run_1/final_placement.png
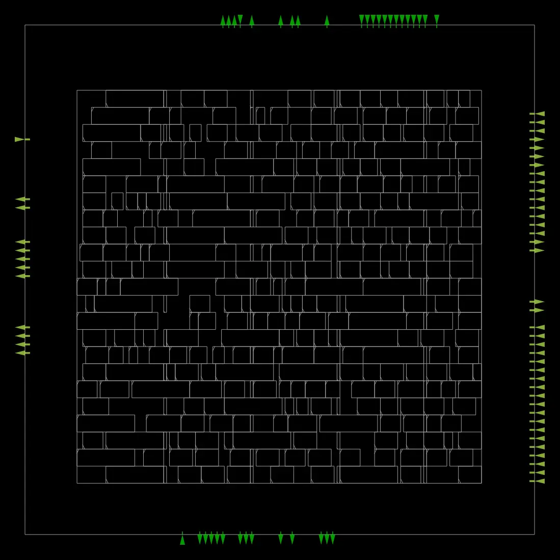
run_1/gate_families.png
The bar under the picture is 20 µm long.
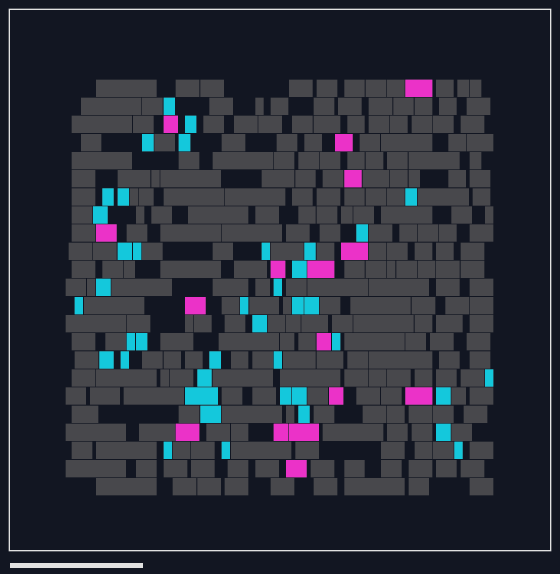
run_1/density.png
The die is cut into 8 by 8 equal tiles; black is low, pale yellow is high, 0 to 100% covered.
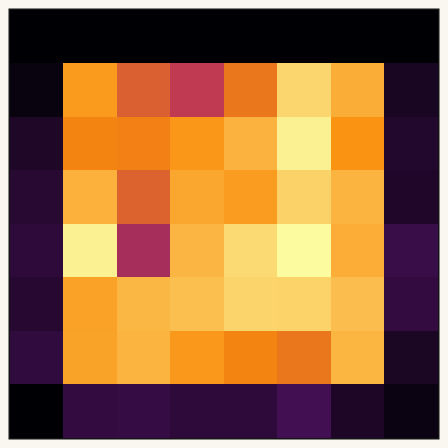
--- src/rtl/hazard_ctrl.sv ---
// Pipeline hazard unit: load-use stall, branch flush, EX operand forwarding,
// plus free-running stall/flush event counters.
module hazard_ctrl #(
    parameter int CNTW = 16
) (
    input  logic            clk,
    input  logic            reset,
    input  logic [4:0]      id_rs,
    input  logic [4:0]      id_rt,
    input  logic            id_usesrs,
    input  logic            id_usesrt,
    input  logic [4:0]      ex_rs,
    input  logic [4:0]      ex_rt,
    input  logic [4:0]      ex_writereg,
    input  logic            ex_regwriteen,
    input  logic            ex_memtoreg,
    input  logic [4:0]      mem_writereg,
    input  logic            mem_regwriteen,
    input  logic            mem_memtoreg,
    input  logic            mem_link,
    input  logic [4:0]      wb_writereg,
    input  logic            wb_regwriteen,
    input  logic            mem_pcsrc,
    output logic            hazard,
    output logic            ifid_flush,
    output logic            idex_flush,
    output logic            exmem_flush,
    output logic [1:0]      fwda,
    output logic [1:0]      fwdb,
    output logic [CNTW-1:0] stall_count,
    output logic [CNTW-1:0] flush_count
);

    localparam logic [0:0] RUN     = 1'b0;
    localparam logic [0:0] LDSTALL = 1'b1;

    localparam logic [1:0] FWD_RF  = 2'b00;
    localparam logic [1:0] FWD_MEM = 2'b10;
    localparam logic [1:0] FWD_WB  = 2'b01;

    logic [0:0] state;
    logic [0:0] state_next;
    logic       ex_load;
    logic       rs_dep;
    logic       rt_dep;
    logic       loaduse;
    logic       stall;
    logic       mem_fwd_ok;
    logic       wb_fwd_ok;

    // A load in EX whose destination is read by ID; suppressed while the
    // single stall bubble is already in flight.
    always_comb begin
        ex_load = ex_memtoreg & ex_regwriteen & (ex_writereg != 5'd0);
        rs_dep  = id_usesrs & (id_rs == ex_writereg);
        rt_dep  = id_usesrt & (id_rt == ex_writereg);
        loaduse = ex_load & (rs_dep | rt_dep) & (state == RUN);
        stall   = loaduse & ~mem_pcsrc;
    end

    always_comb begin
        hazard      = stall;
        idex_flush  = stall | mem_pcsrc;
        ifid_flush  = mem_pcsrc;
        exmem_flush = mem_pcsrc;
    end

    always_comb begin
        state_next = RUN;
        if (!mem_pcsrc && state == RUN && stall) begin
            state_next = LDSTALL;
        end
    end

    always_ff @(posedge clk or posedge reset) begin
        if (reset) begin
            state <= RUN;
        end else begin
            state <= state_next;
        end
    end

    always_ff @(posedge clk or posedge reset) begin
        if (reset) begin
            stall_count <= '0;
            flush_count <= '0;
        end else begin
            if (stall) begin
                stall_count <= stall_count + 1'b1;
            end
            if (mem_pcsrc) begin
                flush_count <= flush_count + 1'b1;
            end
        end
    end

    // MEM may only forward ALU results; loads and link writes come from WB.
    always_comb begin
        mem_fwd_ok = mem_regwriteen & (mem_writereg != 5'd0) & ~mem_memtoreg & ~mem_link;
        wb_fwd_ok  = wb_regwriteen & (wb_writereg != 5'd0);

        fwda = FWD_RF;
        if (mem_fwd_ok && mem_writereg == ex_rs) begin
            fwda = FWD_MEM;
        end else if (wb_fwd_ok && wb_writereg == ex_rs) begin
            fwda = FWD_WB;
        end

        fwdb = FWD_RF;
        if (mem_fwd_ok && mem_writereg == ex_rt) begin
            fwdb = FWD_MEM;
        end else if (wb_fwd_ok && wb_writereg == ex_rt) begin
            fwdb = FWD_WB;
        end
    end

endmodule

--- config.mk ---
export PLATFORM = sky130hd
export DESIGN_NAME = hazard_ctrl
export DESIGN_NICKNAME = d
export VERILOG_FILES = /design/src/rtl/hazard_ctrl.sv
export SDC_FILE = /design/constraint.sdc
export NUM_CORES = 1
export LEC_CHECK = 0
export ABC_AREA = 0
export CORE_MARGIN = 8
export CORE_UTILIZATION = 45
export CTS_CLUSTER_DIAMETER = 80
export CTS_CLUSTER_SIZE = 20
export DETAILED_ROUTE_END_ITERATION = 16
export PLACE_DENSITY_LB_ADDON = 0.25
export SLEW_MARGIN = 20
export SYNTH_ARGS = -nofsm -noshare
export SYNTH_HDL_FRONTEND = slang
export SYNTH_SLANG_ARGS = --single-unit
--- constraint.sdc ---
create_clock -name clk -period 3.9 [get_ports clk]
set_input_delay 1.17 -clock clk [delete_from_list [all_inputs] [get_ports clk]]
set_output_delay 1.17 -clock clk [all_outputs]
set_load 0.005 [all_outputs]
==> run summary, run 1 <==
Synthesis and place-and-route results.

- The run finished, with violations left.
- The final reports fail on setup timing.
- The number of H-tree levels is 2.
- Per the power-grid run, VDD falls by no more than 0.324 mV.
- The final report lists the setup-violating endpoint count as 2.
- Summed over all nets, the half-perimeter wirelength after detailed placement is 4560 µm.
- Yosys printed 0 warnings.
- According to the floorplan log, the row count is 23.
- TritonCTS built the clock tree.
- The root buffer cell chosen for the clock tree is sky130_fd_sc_hd__clkbuf_8.
- Pin placement for this block handled 86 I/O pins.
- The total iterations of the first detailed-routing run is 4.
- The signal on the critical path passes through buf_6 -> or4_4 -> o211ai_1 -> buf_4 -> nor4_4 -> buf_4 -> nor4_4 -> buf_2.
- The clock reaches the later pin of the worst-skew pair after 0.27 ns.
- The number of max-cap violations is 0.
- After routing the design area is about 3200 µm².
- The final layout contains routed wiring with a total length of 6130 µm.
- The height of the chip is 81.1 µm.
- In this run the worst path has a maximum fanout of 2.
- During placement, the flow inserted port buffers numbering 85.
- OpenROAD reports that the post-layout worst path occupies 101% of the period.
- The net count entering floorplan is about 230.
- The initial detailed-routing violation count is about 67.
- Global routing finished with a remaining overflow of 0.
- The worst endpoint required time is 2.73 ns.
- The count of unique library cells instantiated by Yosys is 31.
- The main area contributors are sky130_fd_sc_hd__dfrtp_1, sky130_fd_sc_hd__xnor2_1, sky130_fd_sc_hd__xor2_1.
- The final setup skew is 0.00199 ns.
- Subtracting the final worst setup slack from the clock period gives 3.94 ns.
- The maximum number of pins on one net before global-route repair is 34.
- The number of gates resized after CTS was 47.
- The power density of the placed cells is 301 nW/µm².
- Once placement completed, the tool counted placed cells totaling approximately 340.
- The worst setup path is of the in -> out kind.
- The type recorded for the worst min-delay path is reg -> reg.
- The transition time at the pin with the least slew margin is between 0.6 and 0.7 ns.
- In the final routed layout, each cell accounts on average for between 15 and 20 µm.
- Yosys reports that the leading cell type by area covers 43.3% of the netlist area.
- Per the final layout report, the fraction of cells sized above drive strength 1 comes to 21.5%.
- The final timing report gives a worst setup slack of -0.0361 ns.
- The wire length of the first global-routing pass is 8930 µm.
- The mean area per synthesized cell is 10.5 µm².
- The die covers 6580 µm².
- The worst setup path is captured at an output pin.
- The longest clock path from root to sink contains 2 buffers.
- The global-route usage over all layers is 17.1%.
- In the layout the commonest cells are sky130_fd_sc_hd__clkdlybuf4s50_1, sky130_fd_sc_hd__xnor2_1, sky130_fd_sc_hd__buf_4.
- The total via count in the routed design is 1,794.
- Synthesis produced a netlist whose cell count is 182.
- The data arrival time of the worst path is 2.77 ns.
- The family of cells with the greatest summed delay on the critical path is simple AND/OR/NAND/NOR gates.
- The most critical hold endpoint after final layout shows a slack of between 0.4 and 0.5 ns.
- At the end of the flow, the number of nets in the layout was 355.
- The library cell with the largest summed area after synthesis is sky130_fd_sc_hd__dfrtp_1.
- Setup repair after global routing could not meet its margin everywhere.
About final_placement.png:
Core Util, Final: 80.1%
number of fillers in the final layout: 271
Floorplan Core Area: 4030 µm²
tapcell count: 50

About gate_families.png:
Cyan marks NAND gates, cells 40. Magenta marks AND and OR gates, cells 16.
final cell count without fillers: 357
commonest non-fill, non-tap cell in the layout: sky130_fd_sc_hd__clkdlybuf4s50_1

About density.png:
The mean over all tiles is 48%. The densest ninth of the die: centre. The fullest tile reaches 99%. 14% of the tiles are nearly empty.
fp_density: 47.4%

==> run 1: synthesized netlist by cell type <==
cell	count
sky130_fd_sc_hd__clkbuf_1	1
sky130_fd_sc_hd__xor2_1	22
sky130_fd_sc_hd__xnor2_1	38
sky130_fd_sc_hd__and2_1	3
sky130_fd_sc_hd__mux2_4	1
sky130_fd_sc_hd__o211ai_1	1
sky130_fd_sc_hd__and4_1	2
sky130_fd_sc_hd__or4_1	5
sky130_fd_sc_hd__buf_4	2
sky130_fd_sc_hd__mux2_2	1
sky130_fd_sc_hd__and4bb_2	1
sky130_fd_sc_hd__nor3b_1	2
sky130_fd_sc_hd__nand4_1	9
sky130_fd_sc_hd__and2_4	1
sky130_fd_sc_hd__nand4b_1	1
sky130_fd_sc_hd__nand2b_1	3
sky130_fd_sc_hd__o21ai_0	1
sky130_fd_sc_hd__o2111ai_2	1
sky130_fd_sc_hd__dfrtp_1	33
sky130_fd_sc_hd__and4b_1	1
sky130_fd_sc_hd__nor4b_2	1
sky130_fd_sc_hd__ha_1	2
sky130_fd_sc_hd__nand3_1	14
sky130_fd_sc_hd__nand2_1	13
sky130_fd_sc_hd__o22ai_1	1
sky130_fd_sc_hd__buf_1	1
sky130_fd_sc_hd__or4_4	1
sky130_fd_sc_hd__nor2_1	5
sky130_fd_sc_hd__and3_1	2
sky130_fd_sc_hd__inv_1	5
sky130_fd_sc_hd__nor4_1	8
==> run 1: power by group <==
part	internal, mW	leakage [nW]	switching [mW]	total (mW)
Sequential	0.381	0.443	0.0543	0.435
Combinational	0.181	0.907	0.107	0.288
Clock	0.140	0.0443	0.109	0.249
==> run 1: logic make-up (layout without fill, tap and decap cells) <==
group | count (synthesis) | count (layout) | share of synthesized area (%)
simple gates | 72 | 72 | 22.6
xor+xnor | 60 | 60 | 27.5
flops | 33 | 33 | 43.3
buf+inv | 9 | 134 | 2.16
compound gates | 4 | 4 | 1.77
fa+ha+maj | 2 | 2 | 1.31
mux | 2 | 2 | 1.38
==> run 1: worst reg2reg max path, delay by kind of cell, from the launching register on <==
family | cells | cell delay [ns]
AND-OR/OR-AND | 1 | 0.14
XOR/XNOR | 1 | 0.21
buffers and inverters | 3 | 0.38
flip-flops | 1 | 0.36
AND/OR/NAND/NOR | 2 | 0.81
==> run 1: metal layers <==
layer	global-route usage [%]	wire length [µm]	vias to the layer above
met5	0	0	-
met4	4.82	67	0
met3	5.19	408	6
met2	28.2	3030	66
met1	21.2	2630	841
li1	-	-	881
==> run 1: path summary, 6_finish.rpt <==
check	from	end	slack, ns	cells past startpoint
max	mem_writereg[1]	fwdb[0]	-0.04	8
min	flush_count[15]	flush_count[15]	0.48	1
max reg2reg	state	stall_count[7]	1.91	7
min reg2reg	flush_count[15]	flush_count[15]	0.48	1
max in group asynchronous	reset	stall_count[14]	2.32	3
min in group asynchronous	reset	flush_count[13]	1.29	3
==> run 1: registers in the layout (all words and copies together) (netlist names) <==
name / flops
stall_count: 16
state: 1
flush_count: 16
==> run 1: layout make-up <==
cell class                      count  area, µm²
Inverter                            5       18.8
Fill cell                         271        802
Sequential cell                    33        826
Multi-Input combinational cell    140       1130
Timing Repair Buffer              122       1100
Tap cell                           50       62.6
Clock buffer                        7       86.3
run_1/port_nets.png
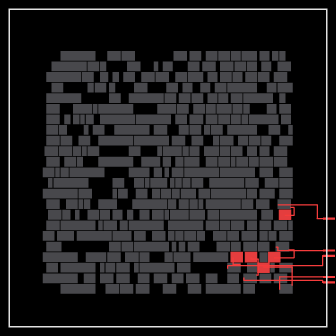

==> run 2, diff against run 1 <==
--- a/config.mk
+++ b/config.mk
@@ -6,11 +6,13 @@
 export NUM_CORES = 1
 export LEC_CHECK = 0
 export ABC_AREA = 0
+export CAP_MARGIN = 15
 export CORE_MARGIN = 8
 export CORE_UTILIZATION = 45
 export CTS_CLUSTER_DIAMETER = 80
 export CTS_CLUSTER_SIZE = 20
 export DETAILED_ROUTE_END_ITERATION = 16
+export DONT_BUFFER_PORTS = 1
 export PLACE_DENSITY_LB_ADDON = 0.25
 export SLEW_MARGIN = 20
 export SYNTH_ARGS = -nofsm -noshare
run_2/port_nets.png
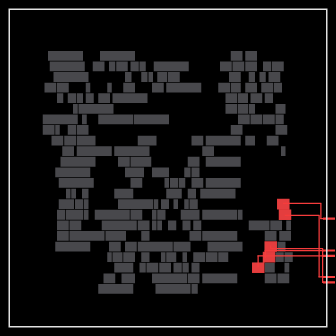
Red marks id_rs, bits 5, direction input, end cells 5, wire 99.4 µm.
port bufs: 0
io pins: 86

==> run 2 against run 1 <==
Effect of this change:
- critical path depth shrank 4
- final area shrank 36%
- hold slack gained 0.026 ns
- largest power group unchanged
- count of clock-buffer cells in the layout is the same
- critical endpoint unchanged
- clock power is essentially flat
- non-clock buffer count shrank 120
- combinational power shrank 61%
- sequential share of layout area grew 15 points
- the flow now finishes without violations
==> run summary, run 2 <==
Synthesis and place-and-route results.

- The flow ran to the end, and the final reports show no timing, DRC or antenna violations.
- The post-synthesis cell count from yosys is ~180.
- Clock-pin slew was measured on the worst setup and hold paths at 0.07 ns.
- The count of cells in the finished layout, fillers not included, comes to 237.
- The final setup skew is 0.00590 ns.
- The synthesized-area fraction occupied by xor and xnor cells is 27.5%.
- The hold path startpoint is flush_count[15].
- STA lists the maximum fanout along the critical path as 3.
- For the pin with the worst max-slew slack, the measured transition is 0.682 ns.
- TritonCTS built the clock tree.
- The peak supply drop is around 0.25 mV.
- Checking hold timing, the worst path is listed with class reg -> reg.
- The total power is 0.811 mW.
- Yosys reports that the most numerous cell types are sky130_fd_sc_hd__xnor2_1, sky130_fd_sc_hd__dfrtp_1, sky130_fd_sc_hd__xor2_1.
- The fraction of the mapped netlist area in simple logic gates is between 20% and 30%.
- The maximum number of pins on one net before global-route repair is 34.
- The library cell with the largest summed area after synthesis is sky130_fd_sc_hd__dfrtp_1.
- After synthesis, the share of cell area in mux cells is 1.38%.
- Among all flip-flop cells after synthesis, the most frequent one is sky130_fd_sc_hd__dfrtp_1.
- The via count of the first global-routing pass is ~1,400.
- The final worst slack is ~0.27 ns.
- The report lists the power per cell area as 395 nW/µm².
- The final net count is 235.
- The area of the die is between 6000 and 7000 µm².
- The number of H-tree levels is 2.
- In the final layout, the registers with the most flip-flops are flush_count x16, stall_count x16, state x1.
- The effective utilization at floorplan is approximately 47%.
- The leftover overflow at the end of global routing is 0.
- The count of unique library cells instantiated by Yosys is 31.
- The post-route netlist has 8.02% of its cells at a drive strength greater than 1.
- The finished cells cover a little over 2000 µm².
- The startpoint of the most critical register-to-register path is stall_count[0].
- The routed layout reports a DRC error count of 0.
- The finished layout reports a core utilization of 50.9%.
- The length in cells of the worst reg-to-reg path is 5.
- Setup slack on the worst reg-to-reg path comes out at 2.02 ns.
- The multi-input logic area is 1040 µm².
- The number of placed instances with taps included is 230.
- At the worst endpoint, the required time is 2.73 ns.
- Measured along the y axis, the die boundary spans 81.1 µm.
- In this run, the synthesized area fraction spent on adder and majority cells is recorded as 1.31%.
- Post-CTS repair ended up resizing 0 cells.
- The number of max-cap violations is 0.
- The data arrival time of the worst path is 2.46 ns.
- The post-CTS hold buffer count recorded in the log is 0.
- Counting flops with a built-in enable in the synthesized netlist gives 0.
- Wires add up to 4600 µm.
- The proportion of netlist area held by the largest area contributor is 43.3%.
- The mean area per synthesized cell is 10.5 µm².
- The script logs the mean routed wire length per placed instance as 19.4 µm.
- The sequential cell area is around 830 µm².
- The worst setup path is captured at an output pin.
- Synthesis produced a netlist with a net count of 230.
- The initial detailed-routing violation count is 30.
- The share of synthesized cell area in and-or and or-and compound cells is 1.77%.
- For the worst-skew pair, the clock arrives at the later sink with an insertion delay of between 0.2 and 0.3 ns.
- Detailed routing inserted a total of between 1,000 and 1,500 vias.
- Sorting the synthesized cells by area gives the leading types as sky130_fd_sc_hd__dfrtp_1, sky130_fd_sc_hd__xnor2_1, sky130_fd_sc_hd__xor2_1.
- In the log, the iteration count for the first detailed-route pass is 4.
- The placed wire-length estimate is 3770 µm.
- The top cell type in the final layout, fill and taps aside, is sky130_fd_sc_hd__xnor2_1.
- The antenna violation net count after detailed routing is 0.
- The worst hold slack after final layout is 0.507 ns.
- The wire length of the first global-routing pass is 7030 µm.
- Overall routing resource usage recorded by global route was 13.6%.
- The worst hold path cell count is 1.
- The final cycle utilization of the critical path is 93.1%.
- The mapped netlist covers about 1900 µm².
- The number of buffers on the longest clock path is 2.
- The reg-to-reg endpoint is stall_count[12].
- The critical setup path kind is in -> out.
- The most instantiated library cell after synthesis is sky130_fd_sc_hd__xnor2_1.
- The routed design could run at a clock period as short as ~3.6 ns.
- Per the layout report, the design carries 370 filler cells.
- The area of the placeable core is 4030 µm².
- The largest family of logic cells by area is XOR/XNOR gates.
- The root buffer cell is sky130_fd_sc_hd__clkbuf_8.
- The endpoint of the worst hold-timing path is flush_count[15].
- The tally of yosys warning messages is 0.
- Row generation in the floorplan step produced 23 rows.
- In the layout the commonest cells are sky130_fd_sc_hd__xnor2_1, sky130_fd_sc_hd__dfrtp_1, sky130_fd_sc_hd__xor2_1.
- Of all flip-flops after synthesis, the portion carrying an async set or reset was 100%.
- The number of setup violations in the final report is 0.
- In the synthesized netlist, the number of instances is 182.
- Setup repair after global routing left no endpoint under its margin.
## run 2: worst max-delay path by stage
| stage | start | end | slack, ns | cells past startpoint |
|---|---|---|---|---|
| global placement | mem_writereg[1] | fwda[0] | 0.31 | 4 |
| floorplan | mem_writereg[1] | fwda[0] | 0.43 | 4 |
| global route | mem_writereg[1] | fwda[0] | 0.12 | 4 |
| detailed placement | mem_writereg[1] | fwdb[0] | 0.25 | 4 |
| finish | mem_writereg[1] | fwdb[0] | 0.27 | 4 |
| CTS | mem_writereg[1] | fwdb[0] | 0.25 | 4 |
## run 2: logic make-up (layout without fill, tap and decap cells)
family | after synthesis | after routing
and+or+nand+nor | 72 | 72
buffers and inverters | 9 | 14
xor gates and xnor gates | 60 | 60
DFF | 33 | 33
AOI/OAI and AO/OA | 4 | 4
adders and majority gates | 2 | 2
muxes | 2 | 2
## run 2: where the power goes
group	switching [mW]	internal [mW]
clock network	0.110	0.140
registers	0.0673	0.381
logic	0.0503	0.0622
total	0.228	0.583
## run 2: metal layers
layer / vias up / wire (µm) / GRT usage [%]
met5: - / 0 / 0
met4: 0 / 39 / 3.75
met3: 4 / 560 / 6.51
met2: 61 / 2280 / 24.1
met1: 638 / 1720 / 14.1
li1: 644 / - / -
## run 2: cell type report
cell class / count / share of cell area, %
Timing Repair Buffer: 2 / 0.733
Clock buffer: 7 / 4.21
Sequential cell: 33 / 40.3
Tap cell: 50 / 3.05
Multi-Input combinational cell: 140 / 50.8
Inverter: 5 / 0.916
## run 2: worst max-delay path, stage by stage
cell,delay [ns]
sky130_fd_sc_hd__or4_1,0.53
sky130_fd_sc_hd__o211ai_1,0.22
sky130_fd_sc_hd__nor4_1,0.13
sky130_fd_sc_hd__nor4_1,0.42
==> run 3, diff against run 2 <==
--- a/config.mk
+++ b/config.mk
@@ -5,7 +5,6 @@
 export SDC_FILE = /design/constraint.sdc
 export NUM_CORES = 1
 export LEC_CHECK = 0
-export ABC_AREA = 0
 export CAP_MARGIN = 15
 export CORE_MARGIN = 8
 export CORE_UTILIZATION = 45
run_3/met3.png
The bar under the picture is 20 µm long.
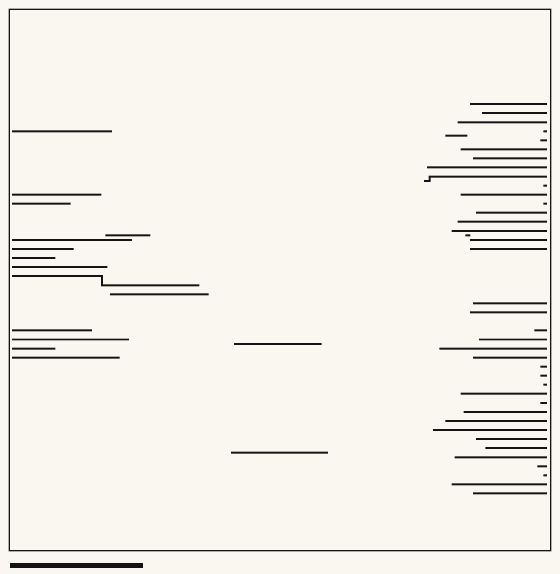
The wires run mostly horizontal. 54 nets have wire on it.
routed wire length: 4600 µm
grt met3 use: 6.51%

==> run 3 against run 2 <==
Effect of this change:
- maximum frequency did not move
- register-to-register slack barely moved
- wire length did not move
==> run summary, run 3 <==
Synthesis and place-and-route results.

- The run finished with clean final reports.
- The depth of the critical timing path with buffers and inverters included is 4.
- The mean area per synthesized cell is 10.5 µm².
- The count of buffers from port buffering is 0.
- The tally of yosys warning messages is 0.
- Per the synth stats, the flop cell with the highest instance count is sky130_fd_sc_hd__dfrtp_1.
- The power density of the placed cells is 395 nW/µm².
- In the layout the commonest cells are sky130_fd_sc_hd__xnor2_1, sky130_fd_sc_hd__dfrtp_1, sky130_fd_sc_hd__xor2_1.
- The family of cells with the greatest summed delay on the critical path is simple AND/OR/NAND/NOR gates.
- Detailed placement finished with a half-perimeter wire length of about 3800 µm.
- The net switching fraction of the power is 28.1%.
- The count of flip-flops with a built-in enable after synthesis is 0.
- Setup repair after global routing left no endpoint under its margin.
- The cell at the slowest stage of the critical path is sky130_fd_sc_hd__or4_1.
- The transition time at the pin with the least slew margin is 0.682 ns.
- Endpoints with negative setup slack in the final report add up to 0.
- Dividing the detail-routed wire length by the instance count gives between 15 and 20 µm.
- The power share of the clock group is between 30% and 40%.
- The final cycle utilization of the critical path is 93.1%.
- Counting every net in the synthesized netlist gives 230.
- For this design the total switching power over the nets is 0.228 mW.
- Entering global routing, the biggest net connects 34 pins.
- The cell type that accounts for the most area after synthesis is sky130_fd_sc_hd__dfrtp_1.
- In the Yosys report the total cell count is 182.
- For reference, the critical path cell chain is or4_1 -> o211ai_1 -> nor4_1 -> nor4_1.
- The clock H-tree reported by CTS has 2 levels.
- The hold buffer count at cts is 0.
- The initial detailed-routing violation count is 30.
- The worst endpoint required time is 2.73 ns.
- In the post-synthesis netlist, the biggest area contributors are sky130_fd_sc_hd__dfrtp_1, sky130_fd_sc_hd__xnor2_1, sky130_fd_sc_hd__xor2_1.
- In the floorplan report the effective utilization is 47.4%.
- The fraction of synthesis flops using an asynchronous set or reset pin is 100%.
- Total global-route track usage over all layers is a little over an eighth.
- The clock tree from TritonCTS is done.
- The peak supply drop is approximately 0.25 mV.
- The total power is 0.811 mW.
- The root buffer cell is sky130_fd_sc_hd__clkbuf_8.
- The synthesized instance count is 182.
run 3: cell counts after synthesis:
No cell type changed its count.
run 3: final cells by class:
class	count	area [µm²]
inverters	5	18.8
clock buffers	7	86.3
flip-flops and latches	33	826
repair buffers	2	15.0
multi-input cells	140	1040
well taps	50	62.6
fillers	370	1980
run 3: through the flow:
stage	util, %	setup WS [ns]	std cells
2_1_floorplan	-	0.428	182
3_3_place_gp	48.7	0.313	230
3_5_place_dp	48.7	0.247	230
4_1_cts	50.9	0.247	237
5_1_grt	50.9	0.123	237
6_report	50.9	0.269	237
run 3: power by group through the flow:
stage / clock (mW) / sequential [mW] / combinational, mW
floorplan: 0 / 0.434 / 0.0974
global placement: 0 / 0.448 / 0.107
detailed placement: 0 / 0.453 / 0.115
CTS: 0.261 / 0.448 / 0.115
global route: 0.278 / 0.457 / 0.128
finish: 0.250 / 0.448 / 0.112
run 3: worst paths after layout:
kind	startpoint	endpoint	slack [ns]
max in group asynchronous	reset	stall_count[8]	2.73
hold reg to reg	flush_count[15]	flush_count[15]	0.51
min in group asynchronous	reset	flush_count[14]	0.87
hold / removal	flush_count[15]	flush_count[15]	0.51
setup reg to reg	stall_count[0]	stall_count[12]	2.02
setup / recovery	mem_writereg[1]	fwdb[0]	0.27
run 3: cells by family (layout without fill, tap and decap cells):
logic type | count (synthesis) | count (layout) | share of synthesized area (%)
flops | 33 | 33 | 43.3
buf+inv | 9 | 14 | 2.16
compound gates | 4 | 4 | 1.77
simple gates | 72 | 72 | 22.6
mux | 2 | 2 | 1.38
fa+ha+maj | 2 | 2 | 1.31
xor+xnor | 60 | 60 | 27.5
run 3: routing by layer:
layer	vias up	share of wire, %
li1	644	-
met1	638	37
met2	61	50
met3	4	12
met4	0	0.85
met5	-	0
Power and IR drop assume default switching activity.
